## config.mk

```make
export PLATFORM = sky130hd
export DESIGN_NAME = coprocessor_controller
export DESIGN_NICKNAME = d
export VERILOG_FILES = /design/src/rtl/coprocessor_controller.sv
export SDC_FILE = /design/constraint.sdc
export NUM_CORES = 1
export LEC_CHECK = 0
export CAP_MARGIN = 20
export CORE_AREA = 2 2 256 258
export CTS_CLUSTER_SIZE = 16
export DETAILED_ROUTE_END_ITERATION = 7
export DIE_AREA = 0 0 258 260
export PLACE_DENSITY = 0.66
export SYNTH_ARGS = -nofsm -noshare
export SYNTH_HDL_FRONTEND = slang
export SYNTH_SLANG_ARGS = --single-unit
```

## constraint.sdc

```tcl
create_clock -name clk -period 2.05 [get_ports clk]
set_input_delay 0.3075 -clock clk [delete_from_list [all_inputs] [get_ports clk]]
set_output_delay 0.3075 -clock clk [all_outputs]
set_load 0.01 [all_outputs]
```

## src/rtl/coprocessor_controller.sv

```systemverilog
// Host-side sequencer for a matrix coprocessor: stages two 5x5 operand matrices,
// issues one command at a time, waits (with timeout) for completion and holds the result.
module coprocessor_controller #(
    parameter int TIMEOUT_CYCLES = 64
) (
    input  logic         clk,
    input  logic         reset,
    input  logic         wr_en,
    input  logic         wr_sel,
    input  logic [4:0]   wr_addr,
    input  logic [7:0]   wr_data,
    input  logic         start,
    input  logic [2:0]   op_in,
    input  logic [1:0]   size_in,
    input  logic [7:0]   scalar_in,
    input  logic         ack,
    input  logic [4:0]   rd_addr,
    output logic [7:0]   rd_data,
    output logic         busy,
    output logic         done,
    output logic         ovf,
    output logic         err,
    output logic [2:0]   cp_op_code,
    output logic [1:0]   cp_matrix_size,
    output logic [7:0]   cp_scalar,
    output logic [199:0] cp_matrix_a,
    output logic [199:0] cp_matrix_b,
    input  logic [199:0] cp_result,
    input  logic         cp_done,
    input  logic         cp_overflow
);

    localparam int                CNT_W      = $clog2(TIMEOUT_CYCLES + 1);
    localparam logic [CNT_W-1:0]  CNT_LAST   = CNT_W'(TIMEOUT_CYCLES - 1);
    localparam logic [2:0]        OP_INVALID = 3'b111;
    localparam int                N_ELEM     = 25;

    typedef enum logic [2:0] {
        S_IDLE,
        S_SETUP,
        S_WAIT,
        S_CAPTURE,
        S_DONE
    } state_t;

    state_t             r_state;
    logic               r_busy;
    logic               r_done;
    logic               r_ovf;
    logic               r_err;
    logic [CNT_W-1:0]   r_count;
    logic [2:0]         r_op;
    logic [1:0]         r_size;
    logic [7:0]         r_scalar;
    logic [199:0]       r_result;
    logic [7:0]         r_rd_data;
    logic [7:0]         r_mat_a [N_ELEM];
    logic [7:0]         r_mat_b [N_ELEM];

    logic               w_host_window;
    logic               w_wr_accept;
    logic [7:0]         w_res_elem [32];

    assign w_host_window = (r_state == S_IDLE) || (r_state == S_DONE);
    assign w_wr_accept   = wr_en && w_host_window && (wr_addr <= 5'd24);

    // Operand store: a write in the same cycle as start lands before SETUP, so it is executed.
    always_ff @(posedge clk) begin
        if (reset) begin
            for (int i = 0; i < N_ELEM; i++) begin
                r_mat_a[i] <= '0;
                r_mat_b[i] <= '0;
            end
        end else if (w_wr_accept) begin
            for (int i = 0; i < N_ELEM; i++) begin
                if (wr_addr == 5'(i)) begin
                    if (wr_sel) begin
                        r_mat_b[i] <= wr_data;
                    end else begin
                        r_mat_a[i] <= wr_data;
                    end
                end
            end
        end
    end

    generate
        for (genvar gi = 0; gi < 32; gi++) begin : g_elem
            if (gi < N_ELEM) begin : g_live
                assign cp_matrix_a[8*gi +: 8] = r_mat_a[gi];
                assign cp_matrix_b[8*gi +: 8] = r_mat_b[gi];
                assign w_res_elem[gi]         = r_result[8*gi +: 8];
            end else begin : g_pad
                assign w_res_elem[gi] = 8'd0;
            end
        end
    endgenerate

    always_ff @(posedge clk) begin
        if (reset) begin
            r_state  <= S_IDLE;
            r_busy   <= 1'b0;
            r_done   <= 1'b0;
            r_ovf    <= 1'b0;
            r_err    <= 1'b0;
            r_count  <= '0;
            r_op     <= '0;
            r_size   <= '0;
            r_scalar <= '0;
            r_result <= '0;
        end else begin
            case (r_state)
                S_IDLE, S_DONE: begin
                    if (start) begin
                        r_ovf <= 1'b0;
                        if (op_in == OP_INVALID) begin
                            // Rejected opcode never reaches the coprocessor; previous command registers stay.
                            r_state  <= S_DONE;
                            r_busy   <= 1'b0;
                            r_done   <= 1'b1;
                            r_err    <= 1'b1;
                            r_result <= '0;
                        end else begin
                            r_op     <= op_in;
                            r_size   <= size_in;
                            r_scalar <= scalar_in;
                            r_err    <= 1'b0;
                            r_state  <= S_SETUP;
                            r_busy   <= 1'b1;
                            r_done   <= 1'b0;
                        end
                    end else if ((r_state == S_DONE) && ack) begin
                        r_state <= S_IDLE;
                        r_done  <= 1'b0;
                    end
                end
                S_SETUP: begin
                    r_count <= '0;
                    r_state <= S_WAIT;
                end
                S_WAIT: begin
                    if (cp_done) begin
                        r_state <= S_CAPTURE;
                    end else begin
                        r_count <= r_count + CNT_W'(1);
                        if (r_count == CNT_LAST) begin
                            r_state  <= S_DONE;
                            r_busy   <= 1'b0;
                            r_done   <= 1'b1;
                            r_err    <= 1'b1;
                            r_ovf    <= 1'b0;
                            r_result <= '0;
                        end
                    end
                end
                S_CAPTURE: begin
                    r_result <= cp_result;
                    r_ovf    <= cp_overflow;
                    r_err    <= 1'b0;
                    r_state  <= S_DONE;
                    r_busy   <= 1'b0;
                    r_done   <= 1'b1;
                end
                default: begin
                    r_state <= S_IDLE;
                    r_busy  <= 1'b0;
                    r_done  <= 1'b0;
                end
            endcase
        end
    end

    always_ff @(posedge clk) begin
        if (reset) begin
            r_rd_data <= '0;
        end else begin
            r_rd_data <= w_res_elem[rd_addr];
        end
    end

    assign rd_data        = r_rd_data;
    assign busy           = r_busy;
    assign done           = r_done;
    assign ovf            = r_ovf;
    assign err            = r_err;
    assign cp_op_code     = r_op;
    assign cp_matrix_size = r_size;
    assign cp_scalar      = r_scalar;

endmodule
```

### PDN straps and rails, run 1

Bar = 100 um. Pins as bars on the die edge.
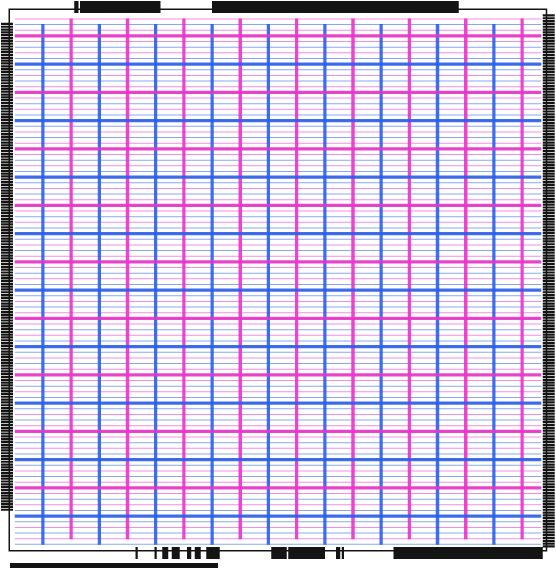
Blue shows VSS. Magenta shows VDD.
94 met1 rails follow the rows. The core has 93 rows.
Max VDD drop: 623 uV
Die Height: 260 um

### Cells coloured by class, run 1

Bar = 100 um.
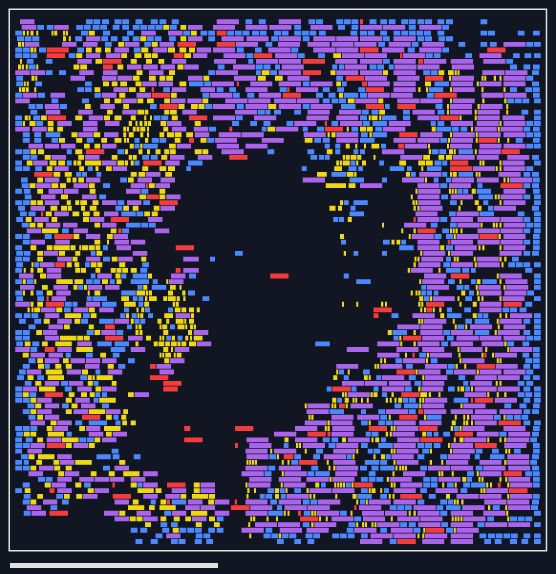
Blue shows remaining buffers and delay cells, cells 866. Purple shows registers, cells 635. Yellow shows remaining logic cells, cells 896. Red shows clock drivers and dummy loads, cells 124.
Seq area share: 0.478
Final Instance Area: 0.0350 mm2
core footprint: 0.0641 mm2
Rows: 93

### Routed clock nets over the placement, run 1

Bar = 100 um.
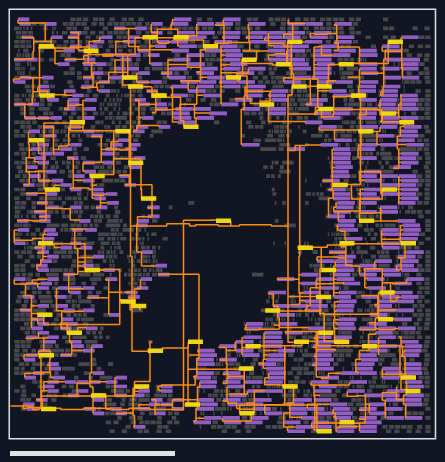
Purple shows flip-flops, count 635. Yellow shows clock-net drivers, count 68. Orange shows clock wires, length 7,470 um.
Position of the flops: all over the die.
Latency at later pin: 0.61 ns
P_clk: 12.8 mW
Clock Skew: 0.0205 ns

### Signal wires by layer, run 1

Two of the layers only.
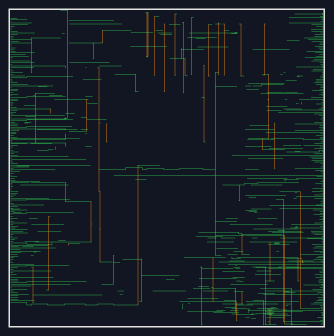
Orange shows M4, wire length 2,190 um. Green shows M3, wire length 7,760 um.
total number of vias: 17,000
GRT Overall Usage: 0.229
final WL: 80,100 um
wire per inst: 23.7 um

==> deck_impl_summary.md, run 1 <==
Key Metrics from the Run

Worst setup path
  • Crit. Startpoint: r_state[0]
  • Worst Path Buf+Inv: 3
  • Worst path max stage delay: 0.41 ns
  • FF-to-FF path depth: 7
  • Setup crit end: r_result[127]
  • Reg2Reg Setup Slack: 0.08 ns
  • CP startpoint kind: register
  • Crit path kind: register to register
  • Crit path DRT: 2.53 ns
  • Worst path depth: 7

Synth
  • Cells after Synth: 1,648
  • Post-synth top cells: edfxtp_1 (400), nor2_1 (317), dfxtp_1 (235), a22o_1 (200), nand2_1 (75)
  • Net Count, Synth: 1,888
  • Number of enable flip-flop cells: 400
  • Syn Area/Cell: 14.0 um2
  • Post-synth top area cell: edfxtp_1
  • Top cells by area: edfxtp_1 (52%), dfxtp_1 (20%), a22o_1 (7.6%), nor2_1 (5.2%), mux4_2 (2.4%)
  • Cell count in the Yosys report: 1,648
  • Sequential area share after synthesis: 0.725
  • Synth Area in XOR/XNOR: 0.00114

Run
  • Log Warnings: 27
  • Tally of max-capacitance violations: 0

GRT
  • Initial antenna violation count: 18
  • Met1 Track Usage GR: 0.262
  • Pin count of the biggest net entering global routing: 79
  • Global route overflow: 0
  • Most used routing layer: met2
  • Global-route wire length before repair: 113,000 um

Clock network
  • CTS resizes: 5
  • Post-CTS setup buffer count: 0
  • H-tree depth: 3
  • CTS root buffer: clkbuf_16
  • CTS tree: built
  • Worst-path clk slew: 0.06 ns

Floorplanning
  • Initial Util: 0.359
  • Die Size: 0.0671 mm2
  • # IOs: 664
  • Die W: 258 um

Layout
  • Clock-cell share: 0.0671
  • Top Layout Cells: clkdlybuf4s50_1 (661), edfxtp_1 (400), nor2_1 (316)
  • Most frequent logic cell in the layout: clkdlybuf4s50_1
  • MI comb cells: 886
  • Flop count: 635
  • Area growth syn-to-layout: 51.9%
  • Non-Clock Buffer Count: 866
  • FILL cells: 5,166
  • Non-clock buffer share of cell area: 0.255
  • Sequential cell area: 0.0167 mm2
  • Clkbuf count: 90

Hold path
  • WHS Endpoint: cp_scalar[6]
  • Hold Crit Depth: 3
  • Hold_sp: scalar_in[6]

Placed design
  • # port buffers: 663
  • Placed cell count: 3,248

Final timing
  • Max Fclk: 508 MHz
  • Hold Slack: 0.252 ns
  • Fin crit period: 1.97 ns
  • Post-route setup TNS: 0 ns
  • Slew @ Worst Pin: 0.653 ns
  • Unrepaired setup endpoints after global routing: false
  • Worst slew margin: 0.564
  • Final worst slack: 0.0803 ns
  • Final Max Slew Viols: 0

Pwr
  • Power Combinational: 3.27 mW
  • Comb pwr share: 0.108
  • Leak: 12.9 nW
  • Clock share of power: 0.422
  • Power density over cell area: 868 mW/mm2
  • Sequential power: 14.3 mW

Drt
  • Met1 Wirelength: 29,000 um
  • Mean number of vias per cell: 5.03
  • Post-route antenna net violation count: 0
  • Initial drt markers: 1,212
  • Metal3 WL: 7760 um

Run status
  • Status: finished clean
### Placement view, run 1

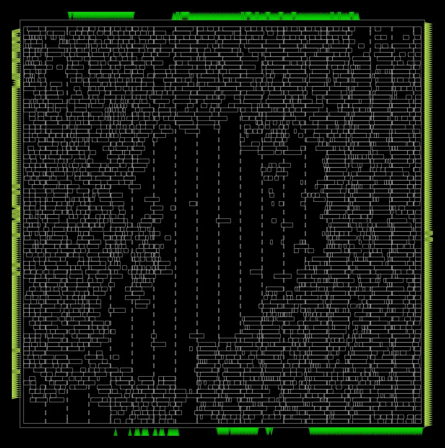

==> run 2, diff against run 1 <==
- CTS_BUF_LIST: not set -> sky130_fd_sc_hd__clkbuf_8 sky130_fd_sc_hd__clkbuf_16
### Placement view, run 2

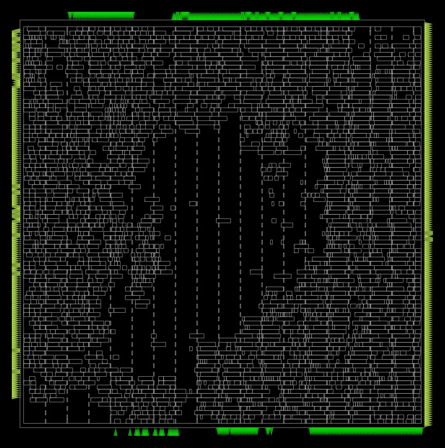
Tap Count: 855
Finished Core Util: 0.546
final std cells w/o fill: 3,383

==> run 2 against run 1 <==
Net effect: register-to-register slack barely moved; critical path depth did not move; first-iteration DRC count fell by 2.4%; synthesized area did not move; sequential cell count did not move; sequential power barely moved; critical path type unchanged; global-route usage barely moved; routed wire length barely moved.
==> deck_impl_summary.md, run 2 <==
Key Metrics from the Run

Worst setup path
  • Crit path DRT: 2.53 ns
  • FF-to-FF path depth: 7
  • Worst path max stage delay: 0.42 ns
  • Crit. Startpoint: r_state[0]
  • CP startpoint kind: register
  • Crit path kind: register to register
  • Reg2Reg Setup Slack: 0.07 ns
  • Worst Path Buf+Inv: 3

Layout
  • Sequential cell area: 0.0167 mm2
  • MI comb cells: 886
  • Area growth syn-to-layout: 51.9%
  • Seq area share: 0.478
  • Clock-cell share: 0.0671
  • Final Instance Area: 0.0350 mm2
  • Non-Clock Buffer Count: 868
  • Non-clock buffer share of cell area: 0.255
  • Clkbuf count: 77

Run
  • Tally of max-capacitance violations: 0

Clock network
  • Latency at later pin: 0.61 ns
  • Worst-path clk slew: 0.06 ns
  • H-tree depth: 3
  • CTS tree: built
  • CTS resizes: 5

Floorplanning
  • # IOs: 664
  • Core footprint: 0.0641 mm2
  • Initial Util: 0.359

Run status
  • Status: finished clean

Pwr
  • Power density over cell area: 866 mW/mm2
  • Clock share of power: 0.421
  • Comb pwr share: 0.108
  • Power Combinational: 3.27 mW
  • Sequential power: 14.3 mW
  • P_clk: 12.8 mW

Synth
  • Syn Area/Cell: 14.0 um2
  • Top cells by area: edfxtp_1 (52%), dfxtp_1 (20%), a22o_1 (7.6%), nor2_1 (5.2%), mux4_2 (2.4%)
  • Synth Area in XOR/XNOR: 0.00114
  • Number of enable flip-flop cells: 400
  • Cell count in the Yosys report: 1,648
  • Cells after Synth: 1,648
  • Post-synth top area cell: edfxtp_1
  • Sequential area share after synthesis: 0.725

Placed design
  • # port buffers: 663
  • Placed cell count: 3,248

Final timing
  • Final Max Slew Viols: 0
  • Final worst slack: 0.0668 ns
  • Clock Skew: 0.0204 ns
  • Slew @ Worst Pin: 0.626 ns
  • Hold Slack: 0.253 ns

GRT
  • Global route overflow: 0
  • GRT Overall Usage: 0.229
  • Global-route wire length before repair: 113,000 um
  • Most used routing layer: met2

Hold path
  • Hold_sp: scalar_in[6]
  • WHS Endpoint: cp_scalar[6]

Drt
  • Post-route antenna net violation count: 0
  • Metal3 WL: 7370 um
  • Met1 Wirelength: 29,400 um
  • Wire per inst: 23.7 um
  • Total number of vias: 17,100
### PDN straps and rails, run 2

Bar = 100 um. Pins as bars on the die edge.
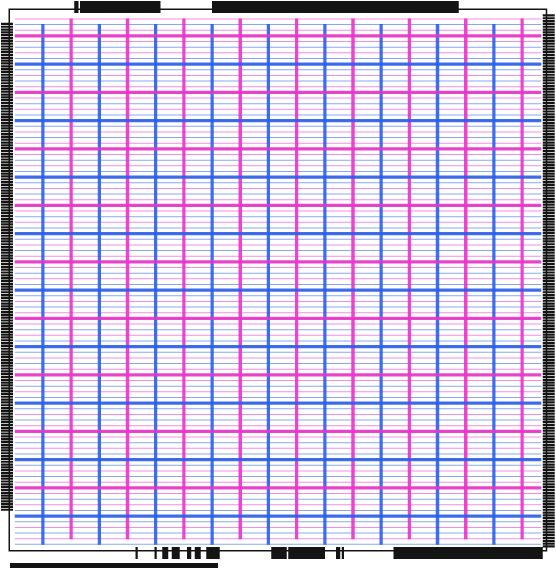
Magenta shows VDD. Blue shows VSS.
18 straps on met4. The core has 93 rows. 94 met1 rails follow the rows.
Max VDD drop: 623 uV
Die W: 258 um

### Routed clock nets over the placement, run 2

Bar = 100 um.
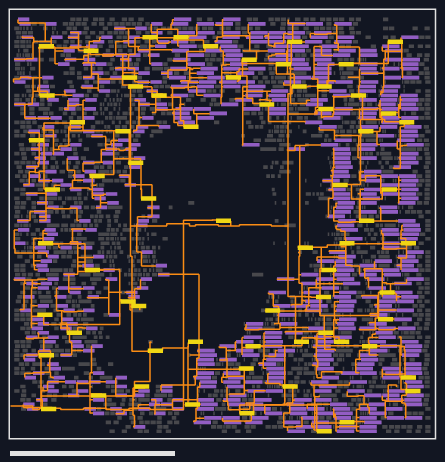

==> run 3, diff against run 2 <==
- CORE_AREA: 2 2 256 258 -> not set
- CORE_UTILIZATION: not set -> 31
- DIE_AREA: 0 0 258 260 -> not set
- PLACE_DENSITY: 0.66 -> not set
### Routed clock nets over the placement, run 3

Bar = 100 um.
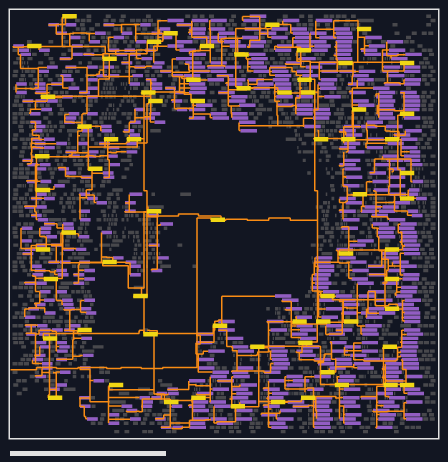
Purple shows flip-flops, count 635. Orange shows clock wires, length 7,720 um. Yellow shows clock-net drivers, count 68.
There are 69 routed clock nets.
Clock Skew: 0.0301 ns
clock share of power: 0.398
P_clk: 11.7 mW

==> run 3 against run 2 <==
Net effect: the run now ends with design-rule violations left; clock-buffer cell count decreased by 6; critical path depth unchanged; clock power decreased by 9%; combinational power up 3%; final area increased by 0.60%; utilization is 6.5 points lower; die size rose by 12%; sequential cell count stayed put; routed wire length is 1.1% higher; synthesized area did not move; critical endpoint is now r_mat_b[1][43]; largest cell class unchanged; highest routed layer unchanged.
==> deck_impl_summary.md, run 3 <==
Key Metrics from the Run

GRT
  • GRT Overall Usage: 0.208
  • Met1 Track Usage GR: 0.238
  • Initial antenna violation count: 10
  • Pin count of the biggest net entering global routing: 50
  • Global-route wire length before repair: 115,000 um
  • M3 GR Usage: 0.0581
  • Most used routing layer: met2
  • Global route overflow: 0

Worst setup path
  • Reg2Reg Setup Slack: 0.05 ns
  • Crit. Startpoint: r_state[0]
  • Worst path max stage delay: 0.54 ns
  • CP startpoint kind: register
  • Crit path kind: register to register
  • Crit path DRT: 2.36 ns
  • FF-to-FF path depth: 7
  • Worst path depth: 7
  • Setup crit end: r_mat_b[1][43]
  • Worst Path Buf+Inv: 3

Placed design
  • Placed cell count: 3,399

Final timing
  • Worst slew margin: 0.515
  • Fin crit period: 2.00 ns
  • Final Max Slew Viols: 0
  • Post-route setup TNS: 0 ns
  • Hold Slack: 0.122 ns
  • Max Fclk: 500 MHz
  • Unrepaired setup endpoints after global routing: true
  • Slew @ Worst Pin: 0.726 ns

Synth
  • Cell count in the Yosys report: 1,648
  • Synth Area in XOR/XNOR: 0.00114
  • Number of enable flip-flop cells: 400
  • Top cells by area: edfxtp_1 (52%), dfxtp_1 (20%), a22o_1 (7.6%), nor2_1 (5.2%), mux4_2 (2.4%)
  • Post-synth top cells: edfxtp_1 (400), nor2_1 (317), dfxtp_1 (235), a22o_1 (200), nand2_1 (75)
  • Post-synth top area cell: edfxtp_1
  • Syn Area/Cell: 14.0 um2
  • Synth Area in Adders: 0.000543
  • Net Count, Synth: 1,888
  • Cells after Synth: 1,648

Layout
  • Finished Core Util: 0.481
  • Clock-cell share: 0.0597
  • Non-Clock Buffer Count: 914
  • Clkbuf count: 71
  • Top Layout Cells: clkdlybuf4s50_1 (661), edfxtp_1 (400), nor2_1 (315)
  • Area growth syn-to-layout: 52.8%
  • Most frequent logic cell in the layout: clkdlybuf4s50_1
  • FILL cells: 6,392
  • Non-clock buffer share of cell area: 0.262
  • Final Instance Area: 0.0352 mm2

Drt
  • Met1 Wirelength: 30,100 um
  • DRC errors left: 100
  • Initial drt markers: 1,371
  • Final WL: 81,000 um
  • Wire per inst: 22.9 um

Hold path
  • Hold_sp: reset
  • Hold Crit Depth: 2

Run status
  • Status: finished with violations
  • Failing checks: design-rule violations

Clock network
  • Worst-path clk slew: 0.06 ns
  • Post-CTS setup buffer count: 5
  • Latency at later pin: 0.61 ns
  • CTS tree: built
  • CTS root buffer: clkbuf_16

Floorplanning
  • Die Height: 275 um
  • Die Size: 0.0754 mm2
  • Die W: 275 um
  • Initial Util: 0.315
  • Tap Count: 959

Pwr
  • Comb pwr share: 0.115
  • Sequential power: 14.3 mW
  • Power Combinational: 3.37 mW
  • Leak: 13.1 nW
  • Power density over cell area: 833 mW/mm2
  • Max VDD drop: 649 uV
  • Sequential Power Share: 0.487

Run
  • Tally of max-capacitance violations: 0
  • Log Warnings: 28
### Placement view, run 3

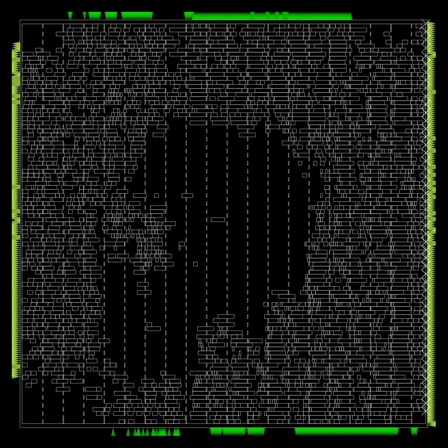
Rows: 99
core footprint: 0.0732 mm2
final std cells w/o fill: 3,532

Power figures rest on the tool's default switching activity, not on a simulated workload.
